### Zoomed window

The bar under the picture is 10 um long. Window x 5 to 30, y 5 to 30 um. Cells in grey, sequential cells in the stronger grey; small squares are vias.
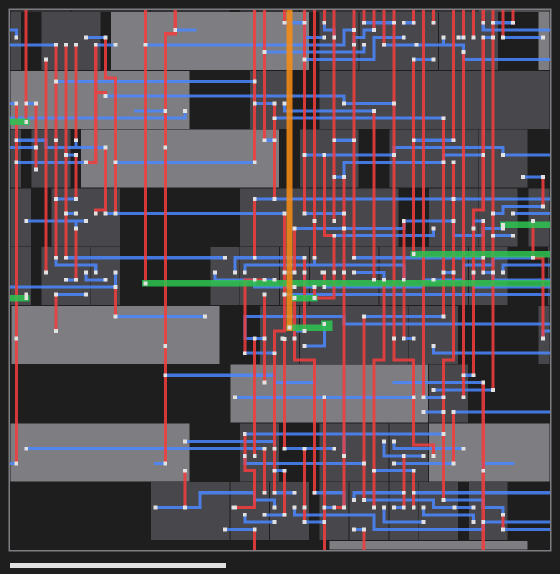
### Routing congestion

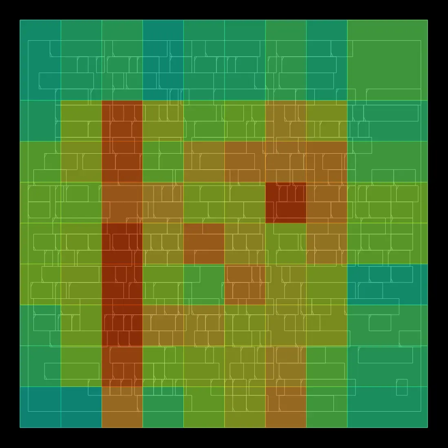
### Register map, names as in the netlist

The bar under the picture is 20 um long. Other sequential cells in the stronger grey, the rest of the logic in the fainter grey.
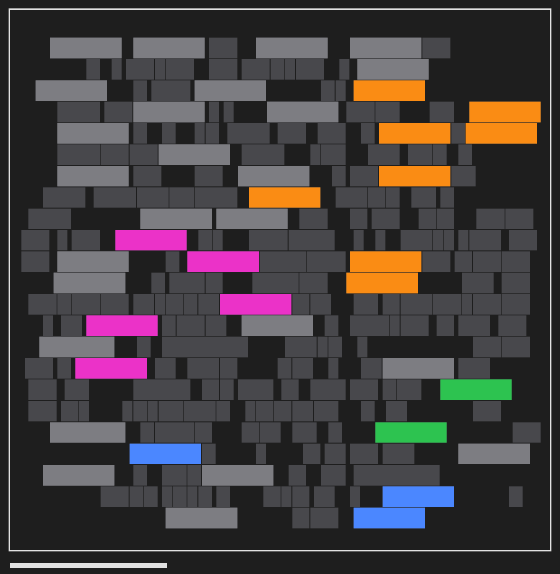
### Gate-type map

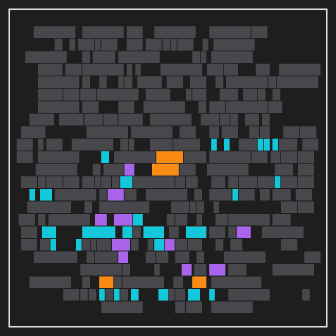
File: src/rtl/spi_master_phy_if.sv
// Word-level side of the SPI master PHY: transfer request, transmit word and
// receive word with their one-cycle strobes, plus the busy flag.
interface spi_master_phy_if #(
  parameter int DATA_W = 8,
  parameter int SEL_W  = 1
);
  logic              enable;
  logic [1:0]        mode;          // {CPOL, CPHA}
  logic [SEL_W-1:0]  slave_sel;
  logic [DATA_W-1:0] word_in;
  logic              word_written;
  logic [DATA_W-1:0] word_out;
  logic              word_valid;
  logic              busy;

  // master: the word-level transfer logic driving the PHY
  modport master (
    output enable, mode, slave_sel, word_in,
    input  word_written, word_out, word_valid, busy
  );

  // slave: the PHY itself
  modport slave (
    input  enable, mode, slave_sel, word_in,
    output word_written, word_out, word_valid, busy
  );
endinterface

File: src/rtl/spi_master_phy.sv
// SPI master PHY: all four CPOL/CPHA modes, back-to-back words under one chip select.
// Define SPI_PHY_LSB_FIRST_EN for LSB-first transmission and reception (default MSB first).
module spi_master_phy #(
  parameter int DATA_W   = 8,
  parameter int N_SLAVES = 2,
  parameter int CLK_DIV  = 2
) (
  input  logic                clk_in,
  input  logic                reset,
  spi_master_phy_if.slave     bus,
  output logic                sclk,
  output logic [N_SLAVES-1:0] cs,
  output logic                mosi,
  input  logic                miso
);

  localparam int HC_W = $clog2(CLK_DIV + 1);
  localparam int BC_W = $clog2(2 * DATA_W + 1);
  localparam logic [HC_W-1:0] HC_LAST = HC_W'(CLK_DIV - 1);
  localparam logic [BC_W-1:0] BC_LAST = BC_W'(2 * DATA_W - 1);

  typedef enum logic [2:0] {IDLE, SETUP, SHIFT, HOLD, GAP} state_t;

  state_t              r_state;
  logic [HC_W-1:0]     r_hc;
  logic [BC_W-1:0]     r_bc;
  logic [1:0]          r_mode;
  logic [DATA_W-1:0]   r_tx;
  logic [DATA_W-1:0]   r_rx;
  logic [DATA_W-1:0]   r_word_out;
  logic                r_sclk;
  logic [N_SLAVES-1:0] r_cs;
  logic                r_mosi;
  logic                r_word_valid;
  logic                r_word_written;
  logic                r_busy;

  logic                w_hc_end;
  logic                w_last_edge;
  logic                w_sample;
  logic [DATA_W-1:0]   w_rx_next;
  logic [N_SLAVES-1:0] w_cs_sel;

  function automatic logic first_bit(input logic [DATA_W-1:0] w);
`ifdef SPI_PHY_LSB_FIRST_EN
    return w[0];
`else
    return w[DATA_W-1];
`endif
  endfunction

  function automatic logic [DATA_W-1:0] drop_first(input logic [DATA_W-1:0] w);
`ifdef SPI_PHY_LSB_FIRST_EN
    return w >> 1;
`else
    return w << 1;
`endif
  endfunction

  function automatic logic [DATA_W-1:0] shift_in(input logic [DATA_W-1:0] w, input logic b);
`ifdef SPI_PHY_LSB_FIRST_EN
    return {b, w[DATA_W-1:1]};
`else
    return {w[DATA_W-2:0], b};
`endif
  endfunction

  assign w_hc_end    = (r_hc == HC_LAST);
  assign w_last_edge = (r_bc == BC_LAST);
  // Edge number is r_bc+1; CPHA=0 samples odd edges, CPHA=1 samples even edges.
  assign w_sample    = ~r_bc[0] ^ r_mode[0];
  assign w_rx_next   = w_sample ? shift_in(r_rx, miso) : r_rx;

  // An out-of-range slave_sel matches no index, so every chip select stays high.
  always_comb begin
    w_cs_sel = '1;
    for (int i = 0; i < N_SLAVES; i++) begin
      w_cs_sel[i] = (int'(bus.slave_sel) != i);
    end
  end

  // NOTE: all state here uses non-blocking assignments so every register
  // updates from the same pre-edge values, independent of statement order.
  always_ff @(posedge clk_in or negedge reset) begin
    if (!reset) begin
      r_state        <= IDLE;
      r_hc           <= '0;
      r_bc           <= '0;
      r_mode         <= 2'b00;
      r_tx           <= '0;
      r_rx           <= '0;
      r_word_out     <= '0;
      r_sclk         <= 1'b0;
      r_cs           <= '1;
      r_mosi         <= 1'b0;
      r_word_valid   <= 1'b0;
      r_word_written <= 1'b0;
      r_busy         <= 1'b0;
    end else begin
      r_word_written <= 1'b0;
      r_word_valid   <= 1'b0;
      case (r_state)
        IDLE: begin
          r_sclk <= bus.mode[1];
          r_mosi <= 1'b0;
          r_cs   <= '1;
          if (bus.enable) begin
            r_state        <= SETUP;
            r_hc           <= '0;
            r_mode         <= bus.mode;
            r_cs           <= w_cs_sel;
            r_word_written <= 1'b1;
            r_busy         <= 1'b1;
            if (!bus.mode[0]) begin
              r_mosi <= first_bit(bus.word_in);
              r_tx   <= drop_first(bus.word_in);
            end else begin
              r_tx   <= bus.word_in;
            end
          end
        end
        SETUP: begin
          if (w_hc_end) begin
            r_state <= SHIFT;
            r_hc    <= '0;
            r_bc    <= '0;
          end else begin
            r_hc <= r_hc + 1'b1;
          end
        end
        SHIFT: begin
          if (!w_hc_end) begin
            r_hc <= r_hc + 1'b1;
          end else begin
            r_hc   <= '0;
            r_sclk <= ~r_sclk;
            r_rx   <= w_rx_next;
            if (!w_sample) begin
              r_mosi <= first_bit(r_tx);
              r_tx   <= drop_first(r_tx);
            end
            if (!w_last_edge) begin
              r_bc <= r_bc + 1'b1;
            end else begin
              r_bc         <= '0;
              r_word_out   <= w_rx_next;
              r_word_valid <= 1'b1;
              if (bus.enable) begin
                // Continue straight into the next word; the final edge was a
                // shift edge for CPHA=0, so its first bit goes out now.
                r_word_written <= 1'b1;
                if (!r_mode[0]) begin
                  r_mosi <= first_bit(bus.word_in);
                  r_tx   <= drop_first(bus.word_in);
                end else begin
                  r_tx   <= bus.word_in;
                end
              end else begin
                r_state <= HOLD;
                r_sclk  <= r_mode[1];
              end
            end
          end
        end
        HOLD: begin
          if (w_hc_end) begin
            r_state <= GAP;
            r_hc    <= '0;
            r_cs    <= '1;
          end else begin
            r_hc <= r_hc + 1'b1;
          end
        end
        GAP: begin
          if (w_hc_end) begin
            r_state <= IDLE;
            r_hc    <= '0;
            r_mosi  <= 1'b0;
            r_busy  <= 1'b0;
          end else begin
            r_hc <= r_hc + 1'b1;
          end
        end
        default: r_state <= IDLE;
      endcase
    end
  end

  assign sclk             = r_sclk;
  assign cs               = r_cs;
  assign mosi             = r_mosi;
  assign bus.word_out     = r_word_out;
  assign bus.word_valid   = r_word_valid;
  assign bus.word_written = r_word_written;
  assign bus.busy         = r_busy;

endmodule

File: src/flat_wrapper.sv
// flat-port wrapper written by rule: the top's interface ports become plain ports
module spi_master_phy_flat 
#(
  parameter int DATA_W   = 8,
  parameter int N_SLAVES = 2,
  parameter int CLK_DIV  = 2
)
  (clk_in, reset, sclk, cs, mosi, miso, bus_enable, bus_mode, bus_slave_sel, bus_word_in, bus_word_written, bus_word_out, bus_word_valid, bus_busy);
  spi_master_phy_if #(.DATA_W(DATA_W), .SEL_W(2)) bus_i ();
  input  logic clk_in;
  input  logic reset;
  output logic sclk;
  output logic [N_SLAVES-1:0] cs;
  output logic mosi;
  input  logic miso;
  input wire logic [$bits(bus_i.enable)-1:0] bus_enable;
  input wire logic [$bits(bus_i.mode)-1:0] bus_mode;
  input wire logic [$bits(bus_i.slave_sel)-1:0] bus_slave_sel;
  input wire logic [$bits(bus_i.word_in)-1:0] bus_word_in;
  output wire logic [$bits(bus_i.word_written)-1:0] bus_word_written;
  output wire logic [$bits(bus_i.word_out)-1:0] bus_word_out;
  output wire logic [$bits(bus_i.word_valid)-1:0] bus_word_valid;
  output wire logic [$bits(bus_i.busy)-1:0] bus_busy;
  assign bus_i.enable = bus_enable;
  assign bus_i.mode = bus_mode;
  assign bus_i.slave_sel = bus_slave_sel;
  assign bus_i.word_in = bus_word_in;
  assign bus_word_written = bus_i.word_written;
  assign bus_word_out = bus_i.word_out;
  assign bus_word_valid = bus_i.word_valid;
  assign bus_busy = bus_i.busy;
  spi_master_phy #(.DATA_W(DATA_W), .N_SLAVES(N_SLAVES), .CLK_DIV(CLK_DIV)) u_core (.clk_in(clk_in), .reset(reset), .bus(bus_i), .sclk(sclk), .cs(cs), .mosi(mosi), .miso(miso));
endmodule
File: config.mk
export PLATFORM = sky130hd
export DESIGN_NAME = spi_master_phy_flat
export DESIGN_NICKNAME = d
export VERILOG_FILES = /design/src/rtl/spi_master_phy_if.sv /design/src/rtl/spi_master_phy.sv /design/src/flat_wrapper.sv
export SDC_FILE = /design/constraint.sdc
export NUM_CORES = 1
export LEC_CHECK = 0
export CAP_MARGIN = 20
export CORE_UTILIZATION = 54
export CTS_CLUSTER_SIZE = 20
export DETAILED_ROUTE_END_ITERATION = 16
export HOLD_SLACK_MARGIN = 0.05
export PLACE_DENSITY = 0.81
export SYNTH_ARGS = -nofsm -noshare
export SYNTH_HDL_FRONTEND = slang
export SYNTH_SLANG_ARGS = --single-unit
File: constraint.sdc
create_clock -name clk_in -period 3.34 [get_ports clk_in]
set_clock_uncertainty 0.05 [all_clocks]
set_input_delay 0.835 -clock clk_in [delete_from_list [all_inputs] [get_ports clk_in]]
set_output_delay 0.835 -clock clk_in [all_outputs]
set_load 0.01 [all_outputs]
==> results.cfg <==
; implementation run metrics
[critical_path]
cp.arrival_ns = 2.53
r2r_slack_ns = 1.13
rr_endpoint = u_core.bus.word_out[2]$_DFFE_PN0P_
crit_fanout = 12
rr_worst_depth = 5

[detailed_routing]
drtIter0Drc = 125
wl_per_cell_um = 16.10
drtPass1Iterations = 4
antenna_left = 0

[synthesis]
syn_inst = 226
async_flop_share_pct = 100.0
yosysMostFrequentCell = dfrtp_1
yosys_area_um2 = 2406
ys_seq_share_pct = 44.83
synth-edff-count = 0
ys_types = 57

[final_timing]
drv_slew = 0
setup_viol = 0
setup_tns_ns = 0
relSlewSlack_pct = 37.50
worst_slack_ns = 0.9758
min_period_over_period_pct = 70.79
tightest_slew_ns = 0.9374

[final_layout]
area_delta_synth_final_pct = 17.68
layout-drive-gt1-share_pct = 14.74
antennaDiodeCount = 0
nNetsFinal = 267
final.fill_count = 322

[pwr]
switching_share_pct = 38.09
seqPwrFrac_pct = 37.4
switchingPower_w = 0.0009469
leakagePower_nw = 1.224
combPwrFrac_pct = 43.6
intPower_w = 0.001539
cellPowerDensity_nw_per_um2 = 878.0

[clock_tree]
cts_buffer_depth = 2
clock.latency.late_pin_ns = 0.29
post-cts-setup-buffers = 0

[placement]
dp_hpwl_mm = 3.288
dpl.cell_count = 293

[min_path]
hold_end = u_core.bus.word_out[4]$_DFFE_PN0P_
whs_path_depth = 2

[outcome]
status = finished clean

[floorplan]
fp_util_pct = 58.06
die_area_um2 = 4727
## Picture notes: 'Zoomed window'
Key: metal 4 = orange; metal 2 = red; metal 1 = blue; metal 3 = green
Most frequent: a21oi_1 (6), dfrtp_1 (5). Netlist names of flops here include u_core.cs (2), u_core.r_bc (2). Sequential cells in the window: 7. 44 logic cells have their middle in the window.

## Picture notes: 'Routing congestion'
global-route track usage on met2: 35.17%
Final Util: 68.33%
met3 Usage GRT: 4.605%
grt met1 use: 30.65%

## Picture notes: 'Register map, names as in the netlist'
Key: u_core.r_tx = orange [placed flops 8]; u_core.r_mode = green [placed flops 2]; u_core.r_bc = magenta [placed flops 5, where middle left]; u_core.r_state = blue [placed flops 3]
Another 25 sequential cells are not coloured.

## Picture notes: 'Gate-type map'
Key: and/or cells = purple [cells 10, most used or3b_4]; nor cells = cyan [cells 26, most used nor2_1]; xor and xnor cells = orange [cells 4]

-- final cells by class --
class                           instances  share of cell area (%)
Sequential cell                        43                   38.09
Clock inverter                          2                   2.121
Clock buffer                            6                   2.563
Tap cell                               50                   2.209
Timing Repair Buffer                   31                   10.69
Inverter                                1                  0.1326
Multi-Input combinational cell        168                   44.19
-- power by group through the flow --
stage	sequential [W]	clock [W]	combinational, W
floorplan	0.000806	0	0.000979
global placement	0.000925	0	0.00105
detailed placement	0.000928	0	0.00108
CTS	0.000923	0.000484	0.00109
global route	0.000956	0.000501	0.00119
finish	0.000930	0.000473	0.00108
-- flip-flops by register name, summed over array words and instances (netlist names) --
signal	count
u_core.bus.busy	1
u_core.bus.word_out	8
u_core.bus.word_valid	1
u_core.bus.word_written	1
u_core.cs	2
u_core.mosi	1
u_core.r_bc	5
u_core.r_hc	2
u_core.r_mode	2
u_core.r_rx	8
u_core.r_state	3
u_core.r_tx	8
u_core.sclk	1
-- cell families (layout without fill, tap and decap cells) --
| kind of cell | count (synthesis) | after routing | share of synthesized area, % |
|---|---|---|---|
| AOI/OAI and AO/OA | 66 | 66 | 17.73 |
| xor gates and xnor gates | 4 | 4 | 2.081 |
| adders and majority gates | 2 | 2 | 0.9360 |
| buffers and inverters | 15 | 40 | 3.172 |
| DFF | 43 | 43 | 44.83 |
| muxes | 32 | 32 | 15.44 |
| and+or+nand+nor | 64 | 64 | 15.81 |
-- critical path: cells and delay by family --
family / cells / cell delay [ns]
buffers and inverters: 1 / 0.48
AND/OR/NAND/NOR: 2 / 1.11
AND-OR/OR-AND: 1 / 0.10
-- routing by layer --
metal | routed length, um | track usage (%)
met1 | 2230 | 30.65
met2 | 2222 | 35.17
met3 | 316 | 4.605
met4 | 76 | 8.418
met5 | 0 | 0
Power figures rest on the tool's default switching activity, not on a simulated workload.
